## src/rtl/serial_nibble_loader.sv

```systemverilog
// serial_nibble_loader
//   Collects a framed serial bit stream into a WIDTH-bit word and holds it on
//   x_out behind a valid/ready handshake. This gives the downstream constant
//   comparator a stable X for as long as the word is held. Broken frames are
//   flagged and delivered words are counted.
//
// Parameters
//   WIDTH     : delivered word width (2..16).
//   MSB_FIRST : 1 = first serial bit of a frame ends up in x_out[WIDTH-1],
//               0 = first serial bit ends up in x_out[0].
//
// Ports
//   clk        : clock, all state updates on the rising edge
//   rst_n      : asynchronous active-low reset
//   sin_valid  : sin_bit / sin_start are valid this cycle
//   sin_bit    : serial data bit
//   sin_start  : marks the first bit of a frame
//   sin_ready  : loader accepts a serial bit this cycle (decoded from state only)
//   x_out      : assembled word, holds the last completed word
//   x_valid    : x_out holds a complete, undelivered word
//   x_ready    : consumer accepts x_out
//   frame_err  : one-cycle pulse when a partial frame is aborted by a new start
//   word_cnt   : delivered word count, wraps modulo 256
module serial_nibble_loader #(
  parameter int WIDTH     = 4,
  parameter bit MSB_FIRST = 1'b1
) (
  input  logic             clk,
  input  logic             rst_n,
  input  logic             sin_valid,
  input  logic             sin_bit,
  input  logic             sin_start,
  output logic             sin_ready,
  output logic [WIDTH-1:0] x_out,
  output logic             x_valid,
  input  logic             x_ready,
  output logic             frame_err,
  output logic [7:0]       word_cnt
);

  localparam int CW = $clog2(WIDTH + 1);
  localparam logic [CW-1:0] LAST = CW'(WIDTH - 1);

  typedef enum logic [1:0] {
    IDLE  = 2'd0,
    SHIFT = 2'd1,
    HOLD  = 2'd2
  } state_t;

  state_t          state, state_nxt;
  logic [WIDTH-1:0] sr, sr_nxt;
  logic [CW-1:0]    cnt, cnt_nxt;
  logic             accept;
  logic             deliver;
  logic             load;
  logic             abort;

  // Insert one serial bit into the word; direction fixes where bit 0 lands
  // once all WIDTH bits have been shifted in.
  function automatic logic [WIDTH-1:0] shift_in(input logic [WIDTH-1:0] cur,
                                                input logic              b);
    logic [WIDTH-1:0] res;
    if (MSB_FIRST) res = {cur[WIDTH-2:0], b};
    else           res = {b, cur[WIDTH-1:1]};
    return res;
  endfunction

  // sin_ready must not depend on x_ready, so it is a pure state decode.
  assign sin_ready = (state != HOLD);
  assign accept    = sin_valid & sin_ready;
  // x_valid is high exactly while in HOLD, so x_ready alone is ignored elsewhere.
  assign deliver   = x_valid & x_ready;

  always_ff @(posedge clk or negedge rst_n) begin
    if (!rst_n) state <= IDLE;
    else        state <= state_nxt;
  end

  always_comb begin
    state_nxt = state;
    sr_nxt    = sr;
    cnt_nxt   = cnt;
    load      = 1'b0;
    abort     = 1'b0;
    case (state)
      IDLE: begin
        // Bits outside a frame are dropped until a start bit arrives.
        if (accept && sin_start) begin
          sr_nxt    = shift_in('0, sin_bit);
          cnt_nxt   = CW'(1);
          state_nxt = SHIFT;
        end
      end
      SHIFT: begin
        if (accept) begin
          if (sin_start) begin
            // A new start inside a frame discards the partial word and
            // restarts the frame from this bit.
            abort   = 1'b1;
            sr_nxt  = shift_in('0, sin_bit);
            cnt_nxt = CW'(1);
          end else begin
            sr_nxt = shift_in(sr, sin_bit);
            if (cnt == LAST) begin
              load      = 1'b1;
              cnt_nxt   = '0;
              state_nxt = HOLD;
            end else begin
              cnt_nxt = cnt + CW'(1);
            end
          end
        end
      end
      HOLD: begin
        if (x_ready) state_nxt = IDLE;
      end
      default: state_nxt = IDLE;
    endcase
  end

  always_ff @(posedge clk or negedge rst_n) begin
    if (!rst_n) begin
      sr        <= '0;
      cnt       <= '0;
      x_out     <= '0;
      x_valid   <= 1'b0;
      frame_err <= 1'b0;
      word_cnt  <= 8'd0;
    end else begin
      sr        <= sr_nxt;
      cnt       <= cnt_nxt;
      frame_err <= abort;
      // x_out only changes when a frame completes; it keeps the last word
      // after the handshake.
      if (load) x_out <= sr_nxt;
      if (load)         x_valid <= 1'b1;
      else if (deliver) x_valid <= 1'b0;
      if (deliver) word_cnt <= word_cnt + 8'd1;
    end
  end

endmodule

```

## config.mk

```make
export PLATFORM = sky130hd
export DESIGN_NAME = serial_nibble_loader
export DESIGN_NICKNAME = d
export VERILOG_FILES = /design/src/rtl/serial_nibble_loader.sv
export SDC_FILE = /design/constraint.sdc
export NUM_CORES = 1
export LEC_CHECK = 0
export CAP_MARGIN = 20
export CORE_MARGIN = 5
export CORE_UTILIZATION = 45
export DETAILED_ROUTE_END_ITERATION = 7
export PLACE_DENSITY = 0.79
export SLEW_MARGIN = 15
export SYNTH_ARGS = -nofsm -noshare
export SYNTH_HDL_FRONTEND = slang
export SYNTH_SLANG_ARGS = --single-unit
```

## constraint.sdc

```tcl
create_clock -name clk -period 1.35 [get_ports clk]
set_input_delay 0.3375 -clock clk [delete_from_list [all_inputs] [get_ports clk]]
set_output_delay 0.3375 -clock clk [all_outputs]
set_load 0.01 [all_outputs]
```

==> impl_results.html <==
<h3>Run summary</h3>
<table>
<tr><th>Metric</th><th>Value</th></tr>
<tr><th colspan="2">Layout</th></tr>
<tr><td>Multi-input combinational cell area</td><td>484 sq um</td></tr>
<tr><td>Post-route standard cell area excluding fillers</td><td>approximately 0.0015 sq mm</td></tr>
<tr><td>Invs w/o clock</td><td>1</td></tr>
<tr><td>Logic share of the area</td><td>around a third</td></tr>
<tr><td>Area fraction of clock buffers and clock inverters</td><td>1.71%</td></tr>
<tr><td>Most frequent cells in the layout</td><td>sky130_fd_sc_hd__buf_4, sky130_fd_sc_hd__dfrtp_1, sky130_fd_sc_hd__clkdlybuf4s15_1</td></tr>
<tr><td>Number of flip-flops under the largest register name</td><td>8</td></tr>
<tr><td>Sequential cell area</td><td>about 580 sq um</td></tr>
<tr><td>Biggest area consumer among cell classes</td><td>registers</td></tr>
<tr><td>Nets@finish</td><td>143</td></tr>
<tr><td>Core occupancy in the finished layout</td><td>about 69%</td></tr>
<tr><td>Fillers</td><td>173</td></tr>
<tr><td>Buffer count excluding the clock tree in the final layout</td><td>47</td></tr>
<tr><td>Multi-input combinational gate total</td><td>59</td></tr>
<tr><th colspan="2">Power and ir drop</th></tr>
<tr><td>Proportion of power drawn by the clock network</td><td>14.2%</td></tr>
<tr><td>Group drawing the most power</td><td>combinational cells</td></tr>
<tr><td>P_clk</td><td>0.319 mW</td></tr>
<tr><td>Power density normalized to cell area</td><td>1460 mW/mm^2</td></tr>
<tr><td>Switching Fraction</td><td>31.1%</td></tr>
<tr><td>Share of total power in combinational logic</td><td>between 40% and 50%</td></tr>
<tr><td>Sequential power</td><td>0.956 mW</td></tr>
<tr><td>Share of total power in sequential cells</td><td>42.6%</td></tr>
<tr><td>Psw</td><td>between 0.6 and 0.7 mW</td></tr>
<tr><th colspan="2">Placement</th></tr>
<tr><td>Tally of buffers added on design ports</td><td>20</td></tr>
<tr><td>Placer congestion estimate</td><td>0.797</td></tr>
<tr><th colspan="2">Logic synthesis</th></tr>
<tr><td>Most common cell in the synthesized netlist</td><td>sky130_fd_sc_hd__dfrtp_1</td></tr>
<tr><td>Post-synth top flop</td><td>sky130_fd_sc_hd__dfrtp_1</td></tr>
<tr><td>Distinct lib cells</td><td>30</td></tr>
<tr><td>Syn nets</td><td>93</td></tr>
<tr><td>Most numerous cell types in the synthesized netlist</td><td>sky130_fd_sc_hd__dfrtp_1, sky130_fd_sc_hd__nand2_1, sky130_fd_sc_hd__nor3b_1, sky130_fd_sc_hd__o21ai_0, sky130_fd_sc_hd__xnor2_1</td></tr>
<tr><td>Async SR Flop Fraction</td><td>100%</td></tr>
<tr><td>Largest family of logic cells by area</td><td>simple AND/OR/NAND/NOR gates</td></tr>
<tr><td>Number of register bits inferred by synthesis</td><td>23</td></tr>
<tr><td>Yosys Instances</td><td>85</td></tr>
<tr><td>Multiplexer area fraction after synthesis</td><td>around 6.4%</td></tr>
<tr><td>Area fraction in and, or, nand and nor cells</td><td>20.8%</td></tr>
<tr><td>Instance count of the mapped netlist</td><td>85</td></tr>
<tr><th colspan="2">STA</th></tr>
<tr><td>Setup repair after global routing missed its margin</td><td>yes</td></tr>
<tr><td>Tightest hold margin</td><td>around 350 ps</td></tr>
<tr><td>Slew Limit Fails</td><td>0</td></tr>
<tr><td>Shortest clock period the worst path allows after layout</td><td>1500 ps</td></tr>
<tr><td>Least-Margin Pin Slew</td><td>308 ps</td></tr>
<tr><td>Final setup violating endpoints</td><td>6</td></tr>
<tr><td>Maximum clock skew at final layout</td><td>10.3 ps</td></tr>
<tr><td>Worst max-slew margin expressed relative to the limit</td><td>79.3%</td></tr>
<tr><td>Achievable frequency</td><td>about 0.67 GHz</td></tr>
<tr><td>Setup WS post-layout</td><td>-153 ps</td></tr>
<tr><td>Total Negative Setup Slacks</td><td>-612 ps</td></tr>
<tr><th colspan="2">Global route</th></tr>
<tr><td>First-pass GRT wire length</td><td>roughly 3.8 mm</td></tr>
<tr><td>Met1 global-route usage</td><td>17.4%</td></tr>
<tr><td>Global routing's busiest layer</td><td>met2</td></tr>
<tr><td>Grt ovf</td><td>0</td></tr>
<tr><td>GRT met3 Usage</td><td>2.63%</td></tr>
<tr><td>Maximum number of pins on one net before global-route repair</td><td>24</td></tr>
<tr><td>Number of antenna violations at the first check in global routing</td><td>0</td></tr>
<tr><th colspan="2">Route</th></tr>
<tr><td>Length of routed met3 wiring</td><td>71 um</td></tr>
<tr><td>Number of design-rule violations left by the first detailed-router iteration</td><td>15</td></tr>
<tr><td>Routed via count divided by cell count</td><td>between 5 and 6</td></tr>
<tr><td>Antenna viol nets, final</td><td>0</td></tr>
<tr><td>Total detailed-routing wirelength</td><td>2.27 mm</td></tr>
<tr><td>Via total after detailed routing</td><td>826</td></tr>
<tr><td>Highest signal layer in the routed design</td><td>met4</td></tr>
<tr><td>Routed met2 length</td><td>about 1.1 mm</td></tr>
<tr><td># DRC</td><td>0</td></tr>
<tr><th colspan="2">Flow run</th></tr>
<tr><td>Number of violations of the max-capacitance limit</td><td>0</td></tr>
<tr><th colspan="2">CTS</th></tr>
<tr><td>H-tree depth reported by CTS</td><td>1</td></tr>
<tr><td>Sink count of the clock tree</td><td>23</td></tr>
<tr><th colspan="2">Critical path</th></tr>
<tr><td>Worst path slowest cell</td><td>sky130_fd_sc_hd__dfrtp_1</td></tr>
<tr><td>Startpoint Class</td><td>flop</td></tr>
<tr><td>Maximum fanout along the worst path</td><td>4</td></tr>
<tr><td>Worst-path cell chain</td><td>buf_6 -&gt; or3b_4 -&gt; nor2_4 -&gt; mux2_4</td></tr>
<tr><td>Crit path kind</td><td>flop to flop</td></tr>
<tr><td>RR Endpoint</td><td>x_out[2]$_DFFE_PN0P_</td></tr>
<tr><td>Largest stage delay on the critical path</td><td>around 390 ps</td></tr>
<tr><td>Reg-to-reg critical path startpoint</td><td>state[0]$_DFFE_PN0P_</td></tr>
<tr><td>Bufs and invs on worst path</td><td>1</td></tr>
<tr><th colspan="2">Die</th></tr>
<tr><td>Total die size</td><td>0.00341 sq mm</td></tr>
<tr><td>Overall die width</td><td>58.4 um</td></tr>
<tr><td>Die extent in y</td><td>58.4 um</td></tr>
<tr><td>Number of top-level design ports</td><td>21</td></tr>
<tr><th colspan="2">Run status</th></tr>
<tr><td>Result of the run</td><td>finished, violations left</td></tr>
<tr><td>Failing checks</td><td>negative setup slack</td></tr>
</table>
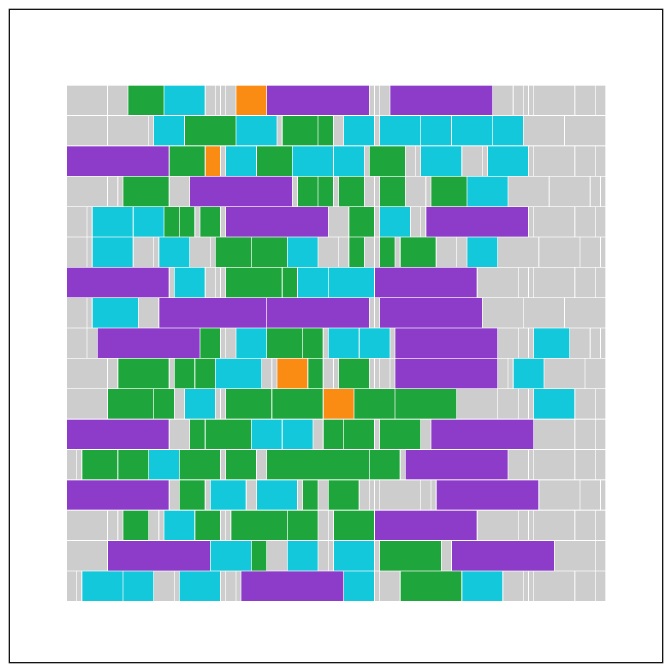
cell_classes.png
Fill, decap, tap and diode cells in grey.
Key: green = all other logic [cells 60, share of their area 33%]; cyan = other buffers and delay cells [cells 47, share of their area 27%]; orange = clock drivers and dummy loads [cells 4, share of their area 1.8%]; purple = flip-flops [cells 23, share of their area 38%]

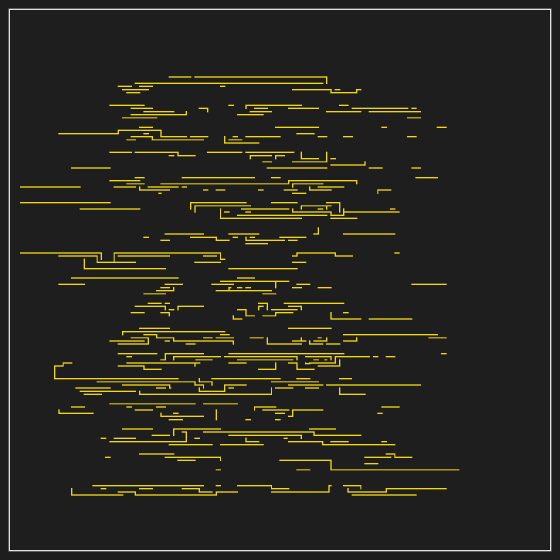
met1.png
The longest straight run is 20.2 um. 137 nets have wire on it.

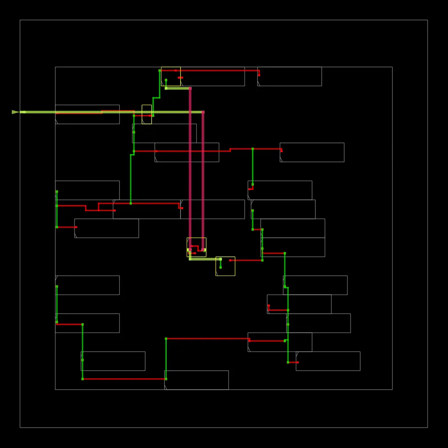
final_clocks.png
Flops: 23
number of buffers created by CTS: 3
clock insertion delay at the later pin of the skew report: 310 ps

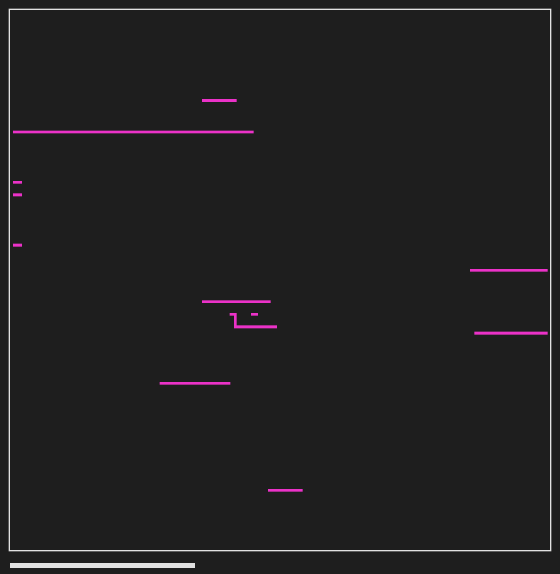
met3.png
Bar = 20 um.
The longest straight run is 25.8 um. The wires run mostly horizontal. The layer holds 3.1% of the routed length.

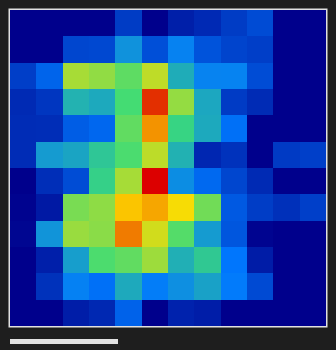
wire_density.png
Bar = 20 um. The die is cut into 12 by 12 equal tiles; dark blue is low, red is high, scaled to the fullest tile. Values are wire area over tile area, all layers added.
The densest ninth of the die: centre. The fullest tile reaches 0.44. 19% of the tiles are over half the peak. The emptiest ninth of the die: lower right.

Power is estimated from default activity; no workload was simulated.
